$ cat src/rtl/bnn_window_reader.sv
// ---------------------------------------------------------------------------
// bnn_window_reader
//
// Read-side controller for the two 1-bit BNN line buffers. It takes a raster
// stream of binary pixels, one at a time, and sequences the line buffers:
//   lb1 holds row y-1 and lb0 holds row y-2.
// Each pixel is processed in four cycles: IDLE, RD, CAP and WR.
//   - IDLE accepts the pixel.
//   - RD pops the buffers.
//   - CAP captures their registered data.
//   - WR pushes the new pixel into lb1 and the popped lb1 bit into lb0, then
//     shifts the 3x3 window.
// After the last pixel of a frame, one FLUSH cycle clears both buffers and
// pulses frame_done. A buffer is never read and written in the same cycle.
//
// Parameters
//   IMG_W       pixels per row (must equal the line-buffer depth)
//   IMG_H       rows per frame
//
// Ports
//   clk         rising-edge clock
//   rst         asynchronous active-high reset
//   pix_valid   pixel offered (only looked at in IDLE)
//   pix_in      binary pixel (sampled only in IDLE)
//   pix_ready   high while in IDLE
//   lb0_rd      read strobe, row y-2 buffer
//   lb1_rd      read strobe, row y-1 buffer
//   lb0_wr      write strobe, row y-2 buffer
//   lb1_wr      write strobe, row y-1 buffer
//   lb0_din     write data, row y-2 buffer
//   lb1_din     write data, row y-1 buffer
//   lb0_data    registered line-buffer output, valid the cycle after rd
//   lb1_data    registered line-buffer output, valid the cycle after rd
//   lb0_empty   line-buffer empty flag
//   lb1_empty   line-buffer empty flag
//   lb_rst      one-cycle synchronous clear for both buffers
//   win         3x3 window {r0,r1,r2}; win[8]=(x-2,y-2), win[0]=(x,y)
//   win_valid   one-cycle pulse when win holds a complete window
//   frame_done  one-cycle pulse after the last pixel of a frame
//   err         sticky underflow flag (cleared only by rst)
// ---------------------------------------------------------------------------
module bnn_window_reader #(
  parameter int IMG_W = 14,
  parameter int IMG_H = 14
) (
  input  logic       clk,
  input  logic       rst,
  input  logic       pix_valid,
  input  logic       pix_in,
  output logic       pix_ready,
  output logic       lb0_rd,
  output logic       lb1_rd,
  output logic       lb0_wr,
  output logic       lb1_wr,
  output logic       lb0_din,
  output logic       lb1_din,
  input  logic       lb0_data,
  input  logic       lb1_data,
  input  logic       lb0_empty,
  input  logic       lb1_empty,
  output logic       lb_rst,
  output logic [8:0] win,
  output logic       win_valid,
  output logic       frame_done,
  output logic       err
);

  localparam int COL_W = (IMG_W > 1) ? $clog2(IMG_W) : 1;
  localparam int ROW_W = (IMG_H > 1) ? $clog2(IMG_H) : 1;

  typedef enum logic [2:0] {
    ST_IDLE,
    ST_RD,
    ST_CAP,
    ST_WR,
    ST_FLUSH
  } state_t;

  state_t             r_state;
  state_t             w_nextState;

  logic [COL_W-1:0]   r_col;
  logic [ROW_W-1:0]   r_row;
  logic               r_pixQ;
  logic               r_b0;
  logic               r_b1;
  logic               r_rd0Ok;
  logic               r_rd1Ok;
  logic [2:0]         r_r0;
  logic [2:0]         r_r1;
  logic [2:0]         r_r2;
  logic [8:0]         r_win;
  logic               r_winValid;
  logic               r_err;

  logic               w_row1;
  logic               w_row2;
  logic               w_col2;
  logic               w_lastCol;
  logic               w_lastRow;
  logic               w_lastPix;
  logic               w_need0;
  logic               w_need1;

  // Row/column qualifiers. A row >= 1 means lb1 holds the previous row.
  // A row >= 2 means lb0 holds the row before that. A column >= 2 means the
  // shift registers hold three columns of the current rows.
  assign w_row1    = (r_row >= ROW_W'(1));
  assign w_row2    = (r_row >= ROW_W'(2));
  assign w_col2    = (r_col >= COL_W'(2));
  assign w_lastCol = (r_col == COL_W'(IMG_W - 1));
  assign w_lastRow = (r_row == ROW_W'(IMG_H - 1));
  assign w_lastPix = w_lastCol && w_lastRow;

  // A read is only issued when it is required and the buffer has data.
  // A required read against an empty buffer is an underflow.
  assign w_need1 = w_row1;
  assign w_need0 = w_row2;

  assign win       = r_win;
  assign win_valid = r_winValid;
  assign err       = r_err;

  // State register.
  always_ff @(posedge clk or posedge rst) begin
    if (rst) begin
      r_state <= ST_IDLE;
    end else begin
      r_state <= w_nextState;
    end
  end

  // Next-state decode and the strobes driven straight from the state.
  // Reads happen only in RD and writes only in WR, so a buffer never sees
  // rd and wr together.
  always_comb begin
    w_nextState = r_state;
    pix_ready   = 1'b0;
    lb0_rd      = 1'b0;
    lb1_rd      = 1'b0;
    lb0_wr      = 1'b0;
    lb1_wr      = 1'b0;
    lb0_din     = 1'b0;
    lb1_din     = 1'b0;
    lb_rst      = 1'b0;
    frame_done  = 1'b0;
    case (r_state)
      ST_IDLE: begin
        pix_ready = 1'b1;
        if (pix_valid) begin
          w_nextState = ST_RD;
        end
      end
      ST_RD: begin
        lb1_rd      = w_need1 && !lb1_empty;
        lb0_rd      = w_need0 && !lb0_empty;
        w_nextState = ST_CAP;
      end
      ST_CAP: begin
        w_nextState = ST_WR;
      end
      ST_WR: begin
        lb1_wr      = 1'b1;
        lb1_din     = r_pixQ;
        lb0_wr      = w_row1;
        lb0_din     = w_row1 && r_b1;
        w_nextState = w_lastPix ? ST_FLUSH : ST_IDLE;
      end
      ST_FLUSH: begin
        lb_rst      = 1'b1;
        frame_done  = 1'b1;
        w_nextState = ST_IDLE;
      end
      default: begin
        w_nextState = ST_IDLE;
      end
    endcase
  end

  // Datapath for each pixel:
  //   - Latch the pixel on accept.
  //   - Remember which reads actually went out.
  //   - Capture the buffer outputs one cycle later.
  //   - In WR, shift the window rows and advance the raster counters.
  // The shift registers are deliberately not cleared at row start. Their
  // stale bits are masked because win_valid requires col >= 2. win only
  // updates on a valid window, so it holds between pulses.
  always_ff @(posedge clk or posedge rst) begin
    if (rst) begin
      r_col      <= '0;
      r_row      <= '0;
      r_pixQ     <= 1'b0;
      r_b0       <= 1'b0;
      r_b1       <= 1'b0;
      r_rd0Ok    <= 1'b0;
      r_rd1Ok    <= 1'b0;
      r_r0       <= '0;
      r_r1       <= '0;
      r_r2       <= '0;
      r_win      <= '0;
      r_winValid <= 1'b0;
      r_err      <= 1'b0;
    end else begin
      r_winValid <= 1'b0;
      case (r_state)
        ST_IDLE: begin
          if (pix_valid) begin
            r_pixQ <= pix_in;
          end
        end
        ST_RD: begin
          r_rd1Ok <= w_need1 && !lb1_empty;
          r_rd0Ok <= w_need0 && !lb0_empty;
          if ((w_need1 && lb1_empty) || (w_need0 && lb0_empty)) begin
            r_err <= 1'b1;
          end
        end
        ST_CAP: begin
          r_b1 <= r_rd1Ok && lb1_data;
          r_b0 <= r_rd0Ok && lb0_data;
        end
        ST_WR: begin
          r_r2       <= {r_r2[1:0], r_pixQ};
          r_r1       <= {r_r1[1:0], r_b1};
          r_r0       <= {r_r0[1:0], r_b0};
          r_winValid <= w_row2 && w_col2;
          if (w_row2 && w_col2) begin
            r_win <= {r_r0[1:0], r_b0, r_r1[1:0], r_b1, r_r2[1:0], r_pixQ};
          end
          if (w_lastCol) begin
            r_col <= '0;
            r_row <= w_lastRow ? '0 : r_row + ROW_W'(1);
          end else begin
            r_col <= r_col + COL_W'(1);
          end
        end
        default: begin
        end
      endcase
    end
  end

endmodule

$ cat config.mk
export PLATFORM = sky130hd
export DESIGN_NAME = bnn_window_reader
export DESIGN_NICKNAME = d
export VERILOG_FILES = /design/src/rtl/bnn_window_reader.sv
export SDC_FILE = /design/constraint.sdc
export NUM_CORES = 1
export LEC_CHECK = 0
export CORE_ASPECT_RATIO = 0.6
export CORE_UTILIZATION = 35
export DETAILED_ROUTE_END_ITERATION = 7
export PLACE_DENSITY_LB_ADDON = 0.12
export SETUP_SLACK_MARGIN = 0.2
export SLEW_MARGIN = 20
export SYNTH_ARGS = -nofsm -noshare
export SYNTH_HDL_FRONTEND = slang
export SYNTH_SLANG_ARGS = --single-unit
$ cat constraint.sdc
create_clock -name clk -period 2.5 [get_ports clk]
set_clock_uncertainty 0.2 [all_clocks]
set_input_delay 0.5 -clock clk [delete_from_list [all_inputs] [get_ports clk]]
set_output_delay 0.5 -clock clk [all_outputs]
set_load 0.01 [all_outputs]
Fig. 1: logic cells by family
Bar = 20 um.
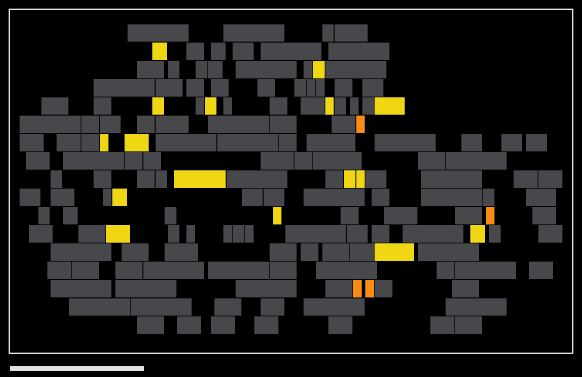
family	colour	cells
inverters	orange	4
NOR gates	yellow	16
multi-input logic portion of the cell area: 30.0%
number of standard cells in the layout, taps in and fillers out: 207
most common cell after layout, fill and taps aside: sky130_fd_sc_hd__dfrtp_1

Fig. 2: cell outlines without signal wires
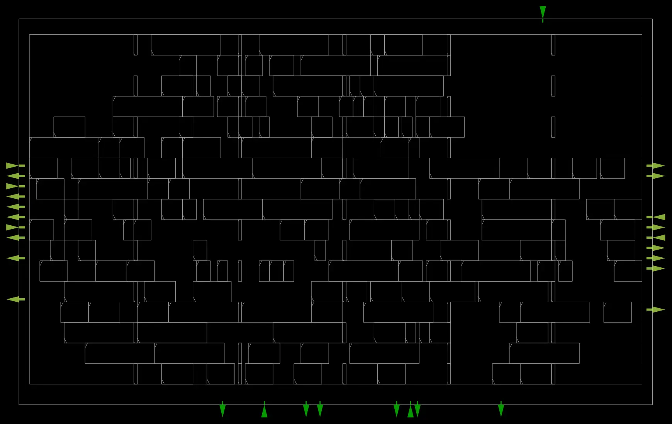
number of well-tap cells placed: 47
number of filler instances in the final layout: 328
registers: 33
total core area: 0.00374 mm2
utilization after layout: 51.9%

==> summary.rpt <==
==== FLOW RESULTS ====
----------------------------------------------------
[Status]
  Run status ........................ finished, final reports clean

[Floorplan]
  Ports placed on the boundary ........................ 28
  Total die size ........................ 0.00427 mm2
  Num rows ........................ 17
  Vertical extent of the die ........................ 51.0 um

[Min path]
  Classification of the worst-slack hold path ........................ register to register
  Terminating pin of the worst hold path ........................ err$_DFFE_PP0P_
  Hold Path Stages ........................ 1
  Startpoint of the worst hold path ........................ err$_DFFE_PP0P_

[Flow run]
  Max-capacitance violation count ........................ 0

[Setup path]
  Worst flop-to-flop path endpoint ........................ win[3]$_DFFE_PP0P_
  Depth of the most critical reg-to-reg path ........................ 5
  Worst path cell trace ........................ buf_4 > nand3b_4 > buf_4 > inv_1 > dlygate4sd2_1
  Worst path most repeated cell ........................ sky130_fd_sc_hd__buf_4
  Worst endpoint required time ........................ 1.80 ns
  Arrival time worst endpoint ........................ 1.52 ns
  Worst Path Buf+Inv ........................ 4
  Delay of the slowest critical-path stage ........................ 0.38 ns
  Cell family with the largest share of critical-path delay ........................ buffers and inverters
  Top fanout value on the critical path ........................ 8
  Beginning of the worst register-to-register path ........................ r_state[2]$_DFFE_PP0P_
  Worst-path cell with the longest stage delay ........................ sky130_fd_sc_hd__dfrtp_1
  Startpoint of the most critical setup path ........................ r_state[2]$_DFFE_PP0P_
  Critical path depth in cells ........................ 5
  Category of the most critical setup path ........................ register to output port
  Element type at the critical path start ........................ register
  Worst setup endpoint ........................ lb1_wr

[Synthesis]
  Synth Area in Adders ........................ 0%
  Dominant flop cell ........................ sky130_fd_sc_hd__dfrtp_1
  Chip area from the yosys synthesis statistics ........................ 0.00140 mm2
  Main area contributors ........................ sky130_fd_sc_hd__dfrtp_1 (59%), sky130_fd_sc_hd__mux2_2 (13%), sky130_fd_sc_hd__nand2_1 (2.7%)
  Synth Area in Compound Gates ........................ 9.63%
  Count of flip-flops with a built-in enable after synthesis ........................ 0
  Part of the Yosys area used for sequential elements ........................ 58.9%
  Dominant comb cell ........................ simple AND/OR/NAND/NOR gates
  Flops & latches, synth ........................ 33
  Area of the mapped netlist ........................ 0.00140 mm2
  Post-Synthesis Mean Instance Area ........................ 12.4 um2
  Synthesized instance count ........................ 113
  Library cell occupying the most area in the post-synthesis netlist ........................ sky130_fd_sc_hd__dfrtp_1
  Warnings, synthesis ........................ 0
  Mux share ........................ 12.8%
  Fraction of synthesized cell area in xor and xnor cells ........................ 1.87%
  Count of unique library cells instantiated by Yosys ........................ 30

[Timing]
  Final clock period utilization by the worst path ........................ 88.7%
  Worst-case headroom to the max-slew limit ........................ 60.7%
  Setup WS post-layout ........................ 0.283 ns
  Slew Limit Fails ........................ 0
  Total Negative Setup Slacks ........................ 0 ns
  Max Clk Rate ........................ 451 MHz

[Global route]
  Met2 track demand over resource ........................ 24.0%
  Pin count of the biggest net entering global routing ........................ 34
  Number of antenna violations at the first check in global routing ........................ 0
  GR Util met1 ........................ 20.6%
  First-pass GRT wire length ........................ 4970 um
  GR Util met3 ........................ 5.82%
  Via count of the first global-routing pass ........................ 1013

[Pwr]
  Sequential power share ........................ 42.6%
  Clock Power Share ........................ 22.7%
  Reported net switching power ........................ 0.575 mW
  Share of total power consumed by net switching ........................ 34.1%
  Cell Int Power ........................ 1.11 mW
  Max VDD drop ........................ 433 uV
  Pwr dens ........................ 867 mW/mm2

[Routing]
  DRC viols ........................ 0
  Routed met1 length ........................ 1560 um
  Length of the first detailed-routing pass in iterations ........................ 4
  Iter 0 DRT Violations ........................ 77
  Met3 Wirelength ........................ 135 um

[Clock network]
  Number of buffers on the longest clock path ........................ 2
  Number of sinks driven by the clock tree ........................ 33
  CTS tree ........................ built
  Root buffer cell ........................ sky130_fd_sc_hd__clkbuf_8

[Layout]
  Area added between synthesis and finish ........................ 38.5%
  Most frequently placed logic cells in the final layout ........................ sky130_fd_sc_hd__dfrtp_1 (33), sky130_fd_sc_hd__clkdlybuf4s50_1 (18), sky130_fd_sc_hd__mux2_2 (16), sky130_fd_sc_hd__buf_4 (16), sky130_fd_sc_hd__nand2_1 (10)
  Layout net count ........................ 167

[Place]
  Routability Congestion ........................ 0.738
  HPWL after detailed placement ........................ 2050 um
  Placement-stage worst setup slack ........................ -0.0522 ns

----------------------------------------------------
Fig. 3: wiring by layer
Bar = 20 um.
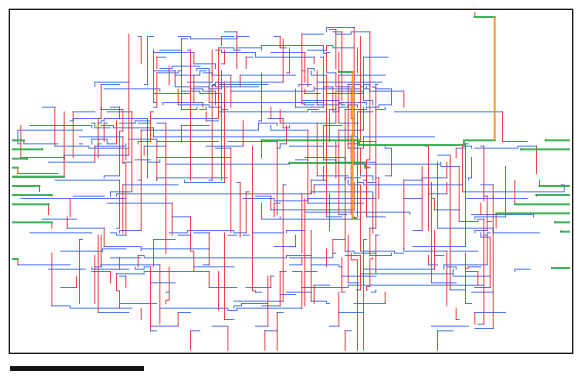
layer	colour	wire length
metal 1	blue	1560 um
metal 3	green	136 um
metal 4	orange	40.1 um
metal 2	red	1340 um
GRT Resource Usage Total: 16.0%
Total Routed Length: 3070 um
count of vias placed by the detailed router: 1023
routed wire length per instance: 14.8 um

## final cells by class
class	count	area, um2	share of cell area, %
sequential	33	826	42.5
multi-input combinational	72	583	30.0
timing repair buffer	43	374	19.3
clock buffer	5	68.8	3.54
tap	47	58.8	3.03
clock inverter	3	17.5	0.901
inverter	4	15.0	0.773
## what timing repair did
item                                    in CTS  in global routing
hold buffers                                 0                  0
endpoints found under the setup margin       9                  5
buffers inserted                             4                  0
gates cloned                                 0                  0
pin swaps                                    1                  1
resized                                     19                  9
## registers in the layout (all words and copies together) (netlist names)
signal     cells
err            1
r_b1           1
r_r2           2
r_pixQ         1
r_rd1Ok        1
r_rd0Ok        1
win_valid      1
r_row          4
r_state        3
r_col          4
r_r0           2
win            9
r_r1           2
r_b0           1
## cells in the mapped netlist, types with 2 or more instances
cell type,number
sky130_fd_sc_hd__mux2_2,16
sky130_fd_sc_hd__a21o_1,3
sky130_fd_sc_hd__xnor2_1,2
sky130_fd_sc_hd__a21oi_1,2
sky130_fd_sc_hd__a31oi_1,2
sky130_fd_sc_hd__nor3_1,7
sky130_fd_sc_hd__dfrtp_1,33
sky130_fd_sc_hd__nand2_1,10
sky130_fd_sc_hd__nor2_1,6
sky130_fd_sc_hd__inv_1,4
sky130_fd_sc_hd__and4b_1,2
sky130_fd_sc_hd__buf_4,3
sky130_fd_sc_hd__o21ai_0,6
## power groups by stage
stage                     Combinational [mW]  Clock (mW)  Sequential (mW)
final                                  0.585       0.382            0.717
after global routing                   0.638       0.425            0.728
after CTS                              0.573       0.399            0.713
after detailed placement               0.517           0            0.715
after global placement                 0.499           0            0.711
after floorplan                        0.337           0            0.698
Power and IR drop assume default switching activity.
